--- config.mk ---
export PLATFORM = sky130hd
export DESIGN_NAME = uart_host_bridge
export DESIGN_NICKNAME = d
export VERILOG_FILES = /design/src/rtl/uart_host_bridge.sv
export SDC_FILE = /design/constraint.sdc
export NUM_CORES = 1
export LEC_CHECK = 0
export ABC_AREA = 1
export CAP_MARGIN = 25
export CELL_PAD_IN_SITES_DETAIL_PLACEMENT = 1
export CELL_PAD_IN_SITES_GLOBAL_PLACEMENT = 1
export CORE_MARGIN = 2
export CORE_UTILIZATION = 22
export CTS_BUF_LIST = sky130_fd_sc_hd__clkbuf_4 sky130_fd_sc_hd__clkbuf_8 sky130_fd_sc_hd__clkbuf_16
export CTS_CLUSTER_DIAMETER = 40
export CTS_CLUSTER_SIZE = 10
export DETAILED_ROUTE_END_ITERATION = 10
export HOLD_SLACK_MARGIN = 0.12
export PLACE_DENSITY_LB_ADDON = 0.1
export RECOVER_POWER = 25
export SLEW_MARGIN = 25
export SYNTH_ARGS = -nofsm -noshare
export SYNTH_HDL_FRONTEND = slang
export SYNTH_SLANG_ARGS = --single-unit
--- constraint.sdc ---
create_clock -name CLK_I -period 1.4 [get_ports CLK_I]
set_clock_uncertainty 0.15 [all_clocks]
set_input_delay 0.28 -clock CLK_I [delete_from_list [all_inputs] [get_ports CLK_I]]
set_output_delay 0.28 -clock CLK_I [all_outputs]
set_load 0.01 [all_outputs]
--- src/rtl/uart_host_bridge.sv ---
// rtl/uart_host_bridge.sv - bridges byte streams to a polled single-cycle UART register bus
module uart_host_bridge #(
    parameter logic [3:0]  OFF_DATA  = 4'h0,
    parameter logic [3:0]  OFF_LSR   = 4'h1,
    parameter logic [3:0]  OFF_DIVR  = 4'h2,
    parameter logic [3:0]  OFF_DIVT  = 4'h3,
    parameter logic [3:0]  OFF_ACK   = 4'hF,
    parameter logic [15:0] DIVR_INIT = 16'd5208,
    parameter logic [15:0] DIVT_INIT = 16'd5208,
    parameter int unsigned GUARD     = 4
) (
    input  logic        CLK_I,
    input  logic        RST_I,
    output logic [3:0]  ADD_O,
    output logic [31:0] DAT_O,
    input  logic [31:0] DAT_I,
    output logic        STB_O,
    output logic        WE_O,
    input  logic [7:0]  tx_data,
    input  logic        tx_valid,
    output logic        tx_ready,
    output logic [7:0]  rx_data,
    output logic        rx_valid,
    input  logic        rx_ready
);

    typedef enum logic [2:0] {
        INIT_R,
        INIT_T,
        POLL,
        RX_RD,
        RX_CLR,
        TX_WR,
        TX_GUARD
    } state_t;

    state_t      state_q, state_d;
    logic [3:0]  guard_q, guard_d;
    logic        stb_q, stb_d;
    logic        we_q, we_d;
    logic [3:0]  add_q, add_d;
    logic [31:0] dat_q, dat_d;
    logic        tx_ready_q, tx_ready_d;
    logic [7:0]  rx_data_q, rx_data_d;
    logic        rx_valid_q, rx_valid_d;

    // Only the rs/ts status bits and the received byte are meaningful.
    logic dat_i_unused;
    assign dat_i_unused = ^DAT_I[31:8];

    // Next state plus the bus values that state presents, so every output is a flop.
    always_comb begin
        state_d    = state_q;
        guard_d    = guard_q;
        rx_data_d  = rx_data_q;
        rx_valid_d = rx_valid_q && !rx_ready;

        case (state_q)
            // Reset leaves INIT_R with an idle bus; the first edge presents the
            // divisor write and the following edge completes it.
            INIT_R:   state_d = stb_q ? INIT_T : INIT_R;
            INIT_T:   state_d = POLL;
            POLL: begin
                // Receive wins so the UART receiver is drained before it overruns.
                if (DAT_I[0] && !rx_valid_q) begin
                    state_d = RX_RD;
                end else if (DAT_I[5] && tx_valid) begin
                    state_d = TX_WR;
                end
            end
            RX_RD: begin
                rx_data_d  = DAT_I[7:0];
                rx_valid_d = 1'b1;
                state_d    = RX_CLR;
            end
            RX_CLR:   state_d = POLL;
            TX_WR: begin
                guard_d = 4'(GUARD - 1);
                state_d = TX_GUARD;
            end
            TX_GUARD: begin
                // Idle long enough for the UART's registered ts to drop.
                if (guard_q == 4'd0) begin
                    state_d = POLL;
                end else begin
                    guard_d = guard_q - 4'd1;
                end
            end
            default:  state_d = INIT_R;
        endcase

        stb_d      = 1'b0;
        we_d       = 1'b0;
        add_d      = 4'h0;
        dat_d      = 32'h0;
        tx_ready_d = 1'b0;
        case (state_d)
            INIT_R: begin
                stb_d = 1'b1;
                we_d  = 1'b1;
                add_d = OFF_DIVR;
                dat_d = {16'h0, DIVR_INIT};
            end
            INIT_T: begin
                stb_d = 1'b1;
                we_d  = 1'b1;
                add_d = OFF_DIVT;
                dat_d = {16'h0, DIVT_INIT};
            end
            POLL: begin
                stb_d = 1'b1;
                add_d = OFF_LSR;
            end
            RX_RD: begin
                stb_d = 1'b1;
                add_d = OFF_DATA;
            end
            RX_CLR: begin
                stb_d = 1'b1;
                we_d  = 1'b1;
                add_d = OFF_ACK;
            end
            TX_WR: begin
                stb_d      = 1'b1;
                we_d       = 1'b1;
                add_d      = OFF_DATA;
                dat_d      = {24'h0, tx_data};
                tx_ready_d = 1'b1;
            end
            default: begin
                stb_d = 1'b0;
            end
        endcase
    end

    // State, guard counter and every output register.
    always_ff @(posedge CLK_I or negedge RST_I) begin
        if (!RST_I) begin
            state_q    <= INIT_R;
            guard_q    <= 4'd0;
            stb_q      <= 1'b0;
            we_q       <= 1'b0;
            add_q      <= 4'h0;
            dat_q      <= 32'h0;
            tx_ready_q <= 1'b0;
            rx_data_q  <= 8'h0;
            rx_valid_q <= 1'b0;
        end else begin
            state_q    <= state_d;
            guard_q    <= guard_d;
            stb_q      <= stb_d;
            we_q       <= we_d;
            add_q      <= add_d;
            dat_q      <= dat_d;
            tx_ready_q <= tx_ready_d;
            rx_data_q  <= rx_data_d;
            rx_valid_q <= rx_valid_d;
        end
    end

    assign STB_O    = stb_q;
    assign WE_O     = we_q;
    assign ADD_O    = add_q;
    assign DAT_O    = dat_q;
    assign tx_ready = tx_ready_q;
    assign rx_data  = rx_data_q;
    assign rx_valid = rx_valid_q;

endmodule
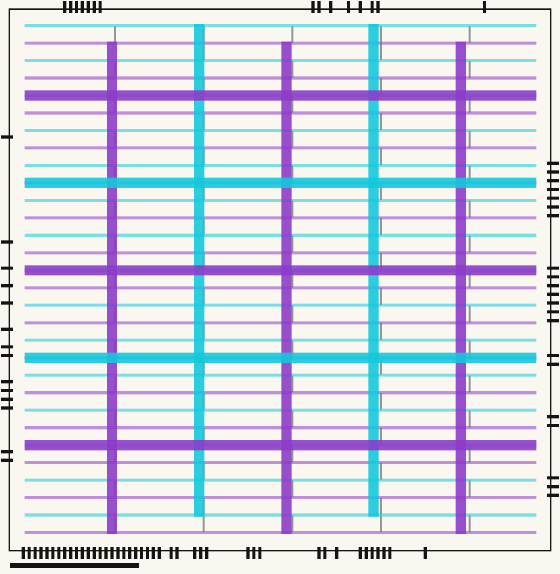
(run_1/pdn.png)
The bar under the picture is 20 um long. Pins as bars on the die edge. Tap cells in grey.
Purple stands for VSS. Cyan stands for VDD.
The core has 29 rows. 5 straps on met4. 77 tap cells. 30 met1 rails follow the rows. 92 signal pins sit on the boundary.

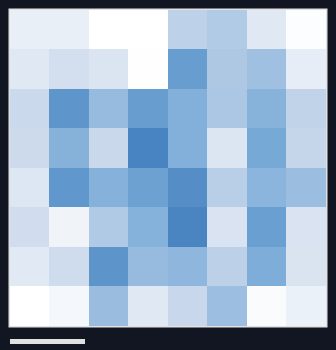
(run_1/density.png)
The bar under the picture is 20 um long. 8 x 8 tiles, from white (low) to dark blue (high), 0 to 100% covered.
The mean over all tiles is 30%. The fullest tile reaches 66%. The densest ninth of the die: centre. 7.8% of the tiles are nearly empty.
CORE AREA: 0.006277 mm2
final core occ: 0.3544
fp_density: 0.2244

==> out/qor.txt, run 1 <==
R2R depth -> 7
Distinct cells, synth -> 16
Area share, top type -> 0.5506
Total clock sinks -> 31
Worst reg2reg startpoint -> state_q[0]
YS chip area -> 0.001409 mm2
ANT nets after route -> 0
Critical path depth -> 7
Count of final hold-check violations -> 0
Largest net degree at the start of global routing -> 32
Switching Share -> 0.3658
Hold WC Path Type -> flop to flop
Max-slew violations -> 0
Top Ports -> 92
Setup-failing EPs final -> 12
Internal power -> 0.002903 W
CP top delay family -> simple AND/OR/NAND/NOR gates
Antenna Cells -> 0
Fin worst setup slack -> -64.28 ps
Post-synth seq share -> 0.5506
Max-cap violations -> 0
Placed Area -> 0.001984 mm2
Longest Clk Path Bufs -> 2
Worst-path cell chain -> buf_6 > nand2_1 > nor2_4 > nor2_2 > nand3_4 > nand2_2 > nand2_2
Final GP Congestion -> 0.6713
Worst-Margin Slew -> 800.6 ps
Register bit total from synthesis -> 31
Buf+Inv Stages, Crit Path -> 1
Post-route cell area -> 0.002225 mm2
GR Overflow Total -> 0
Drt drc -> 0
Nets -> 274
Worst hold start -> rx_data[0]
CP most frequent cell -> nand2_2
Vias in the first global route -> 1,200
Die area -> 0.007060 mm2
Status -> finished, violations left
VDD IR max -> 0.0007791 V
RSZ-0062 raised after global routing -> yes
Top cell excl fill/tap -> nand2_1
Critical Path Source Type -> flop
Violated checks -> setup timing
Clk_lat worst skew -> 280 ps
PortBufs -> 45
TritonCTS Buffers -> 5
Routed vias -> 1,178
Root Driver -> clkbuf_8
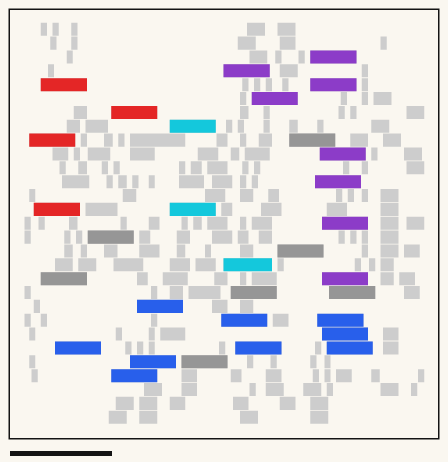
(run_1/registers.png)
The bar under the picture is 20 um long. Other sequential cells in the stronger grey, the rest of the logic in the fainter grey.
Purple stands for rx_data, sequential cells 8. Red stands for guard_q, sequential cells 4, where north-west. Blue stands for DAT_O, sequential cells 9. Cyan stands for state_q, sequential cells 3.
Another 7 sequential cells are not coloured.

## run 1: flip-flops by register name, indices dropped and copies added, names as in the netlist
register  flops
ADD_O         3
DAT_O         9
state_q       3
tx_ready      1
rx_data       8
WE_O          1
rx_valid      1
STB_O         1
guard_q       4
## run 1: metal layers
layer / track usage / vias up / wire length, um
li1: - / 566 / -
met1: 0.1248 / 565 / 1531
met2: 0.1674 / 45 / 1798
met3: 0.03462 / 2 / 251
met4: 0.02639 / 0 / 10
met5: 0 / - / 0
## run 1: power groups by stage
stage,combinational (W),sequential (W),clock (W)
after global placement,0.00193,0.00144,0
after CTS,0.00190,0.00144,0.000944
after detailed placement,0.00197,0.00145,0
after global routing,0.00244,0.00152,0.000983
final,0.00220,0.00146,0.000912
after floorplan,0.000810,0.00156,0
## run 1: kinds of logic after synthesis
kind of cell	count (synthesis)	synth area share
buf+inv	46	0.1892
fa+ha+maj	2	0.01776
simple gates	72	0.2087
other cells	1	0.002662
flops	31	0.5506
compound gates	6	0.03108
## run 1: tightest hold or removal path, delay by kind of cell (launching register included)
family,cells,cell delay [ps]
flip-flops,1,340
AND/OR/NAND/NOR,2,100
## run 1: cells in the mapped netlist
library cell and count:
nor2_1 14, nand3_2 1, nand3_1 6, conb_1 1, ha_1 2, buf_4 25
a21oi_4 1, nand2_1 48, a22oi_1 1, o21ai_0 1, nor2_4 1, dfrtp_1 31
inv_1 20, a21oi_1 3, nor3_1 2, clkinv_1 1
## run 1: per-stage QoR
step	worst slack (ps)	hold slack [ps]	TNS [ps]	instances
final	-64.28	327.0	-380.5	306
after global routing	-141.4	358.6	-1547	306
after CTS	-38.29	217.7	-174.4	300
after detailed placement	-327.0	313.9	-3569	292
after global placement	-290.7	307.6	-3249	292
after floorplan	19.37	-165.6	0	179
## run 1: repair_timing
action / CTS / global route
setup buffers: 0 / 5
resized: 40 / 35
endpoints found under the setup margin: 48 / 36
cloned: 0 / 1
pin swaps: 3 / 7
## run 1: area by class of cell
cell class	instances	area, um2	area share
flip-flops and latches	31	777.0	0.3493
repair buffers	67	621.8	0.2795
multi-input cells	102	530.5	0.2385
well taps	77	96.34	0.04331
clock buffers	6	82.58	0.03712
inverters	21	81.33	0.03656
clock inverters	2	35.03	0.01575
## run 1: worst paths after layout
check                                   to  slack, ps
worst max-delay path              ADD_O[0]        -60
min in group asynchronous         DAT_O[7]        400
worst min-delay path            rx_data[0]        330
worst min register to register  rx_data[0]        330
max in group asynchronous       state_q[1]        140
worst max register to register    ADD_O[0]        -60
==> run_1/port_nets.png <==
The bar under the picture is 20 um long.
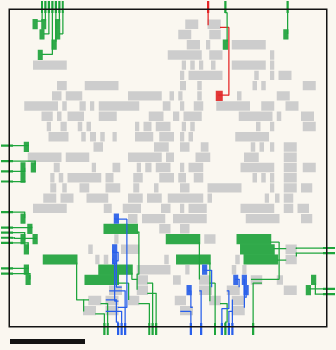

==> run 2: changes to the inputs <==
GPL_TIMING_DRIVEN = 0   (was default)
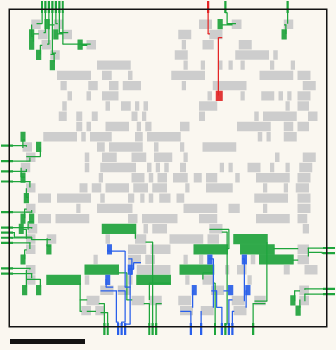
(run_2/port_nets.png)
The bar under the picture is 20 um long.
Blue stands for tx_data, direction input, edge south, end cells 8, buffers 8, wire 141 um. Green stands for DAT_O, direction output, edge 11 west, 9 north, 8 south, 4 east, end cells 31, buffers 33, wire 401 um. Red stands for rx_ready, direction input, edge north, end cells 1, buffers 1, wire 22.8 um.

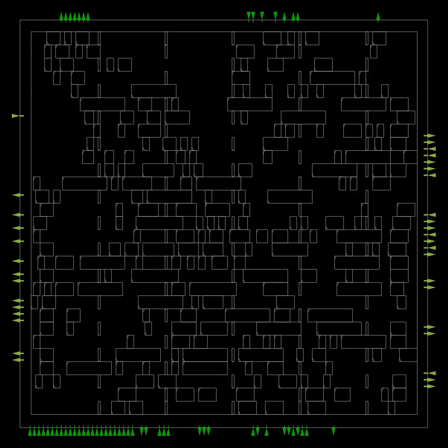
(run_2/final_placement.png)
Cell Rows: 29
final core occ: 0.3679
filler cell count: 749

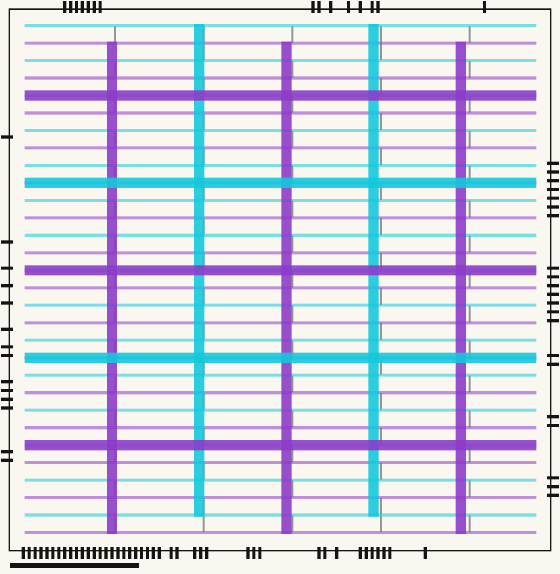
(run_2/pdn.png)
The bar under the picture is 20 um long. Pins as bars on the die edge. Tap cells in grey.
Cyan stands for VDD. Purple stands for VSS.
77 tap cells. 92 signal pins sit on the boundary. 5 straps on met5.
die height: 84.03 um
VDD IR max: 0.0005475 V
die width: 84.03 um

==> out/qor.txt, run 2 <==
Top Ports -> 92
Register bit total from synthesis -> 31
Longest Clk Path Bufs -> 2
Hold WC Path Type -> primary input to asynchronous set/reset pin
R2R depth -> 6
Distinct cells, synth -> 16
Register area -> 779.5 um2
YS chip area -> 0.001409 mm2
Reg-to-reg endpoint -> guard_q[1]
Synth top cells by count -> nand2_1 (48), dfrtp_1 (31), buf_4 (25), inv_1 (20), nor2_1 (14)
CP endpoint -> guard_q[1]
Reg-to-reg slack, setup -> 40 ps
ANT nets after route -> 0
Drt drc -> 0
Worst reg2reg startpoint -> state_q[0]
Status -> finished, final reports clean
Die area -> 0.007060 mm2
Async SR Flop Fraction -> 1.000
Max-cap violations -> 0
Setup TNS Final -> 0 ps
Final GP Congestion -> 0.6855
Critical Path Source Type -> flop
## run 2: cell counts after synthesis
No cell type changed its count.
## run 2: cell families after synthesis
kind of cell | share of synthesized area
simple gates | 0.2087
buf+inv | 0.1892
fa+ha+maj | 0.01776
flops | 0.5506
other cells | 0.002662
compound gates | 0.03108
## run 2: critical path, cell delays in order (launching register included)
cell and delay, ps:
dfrtp_2 440, buf_4 160, nor2_4 100, buf_6 110, a21oi_4 50, buf_4 150, a22oi_1 120
## run 2: cell type report
type | instances | area share
buffer | 25 | 0.08451
tap | 77 | 0.04171
clock buffer | 6 | 0.03304
inverter | 21 | 0.03629
multi-input combinational | 102 | 0.2302
sequential | 31 | 0.3375
clock inverter | 2 | 0.005417
timing repair buffer | 57 | 0.2313
## run 2: worst min-delay path by stage
| stage | startpoint | endpoint | slack, ps |
|---|---|---|---|
| 2_1_floorplan | RST_I | ADD_O[0] | -170 |
| 3_3_place_gp | rx_data[1] | rx_data[1] | 300 |
| 3_5_place_dp | RST_I | DAT_O[0] | 90 |
| 4_1_cts | rx_data[2] | rx_data[2] | 320 |
| 5_1_grt | RST_I | DAT_O[0] | 340 |
| 6_report | RST_I | DAT_O[0] | 300 |
## run 2: timing repair
item | in CTS | in global routing
gates cloned | 0 | 0
setup endpoints to repair | 48 | 34
buffers inserted | 4 | 6
pin swaps | 3 | 4
resized | 51 | 23
hold buffers | 1 | 0
endpoints found under the hold margin | 31 | 0
## run 2: routing by layer
metal,up-vias,share of wire,global-route usage
li1,593,-,-
met4,0,0.018,0.04399
met1,571,0.44,0.1341
met2,40,0.48,0.1696
met3,7,0.065,0.03660
met5,-,0,0
## run 2: power by group through the flow
stage	clock, W	combinational, W	sequential [W]
after floorplan	0	0.000810	0.00156
final	0.000703	0.00202	0.00147
after detailed placement	0	0.00179	0.00145
after global placement	0	0.00175	0.00144
after CTS	0.000740	0.00181	0.00145
after global routing	0.000787	0.00226	0.00152
## run 2: metrics by stage
stage	total power, W	instances	cell area [um2]
2_1_floorplan	0.002372	179	1493
3_3_place_gp	0.003199	301	2039
3_5_place_dp	0.003231	302	2062
4_1_cts	0.004003	315	2226
5_1_grt	0.004576	321	2310
6_report	0.004190	321	2310
Power is estimated from default activity; no workload was simulated.
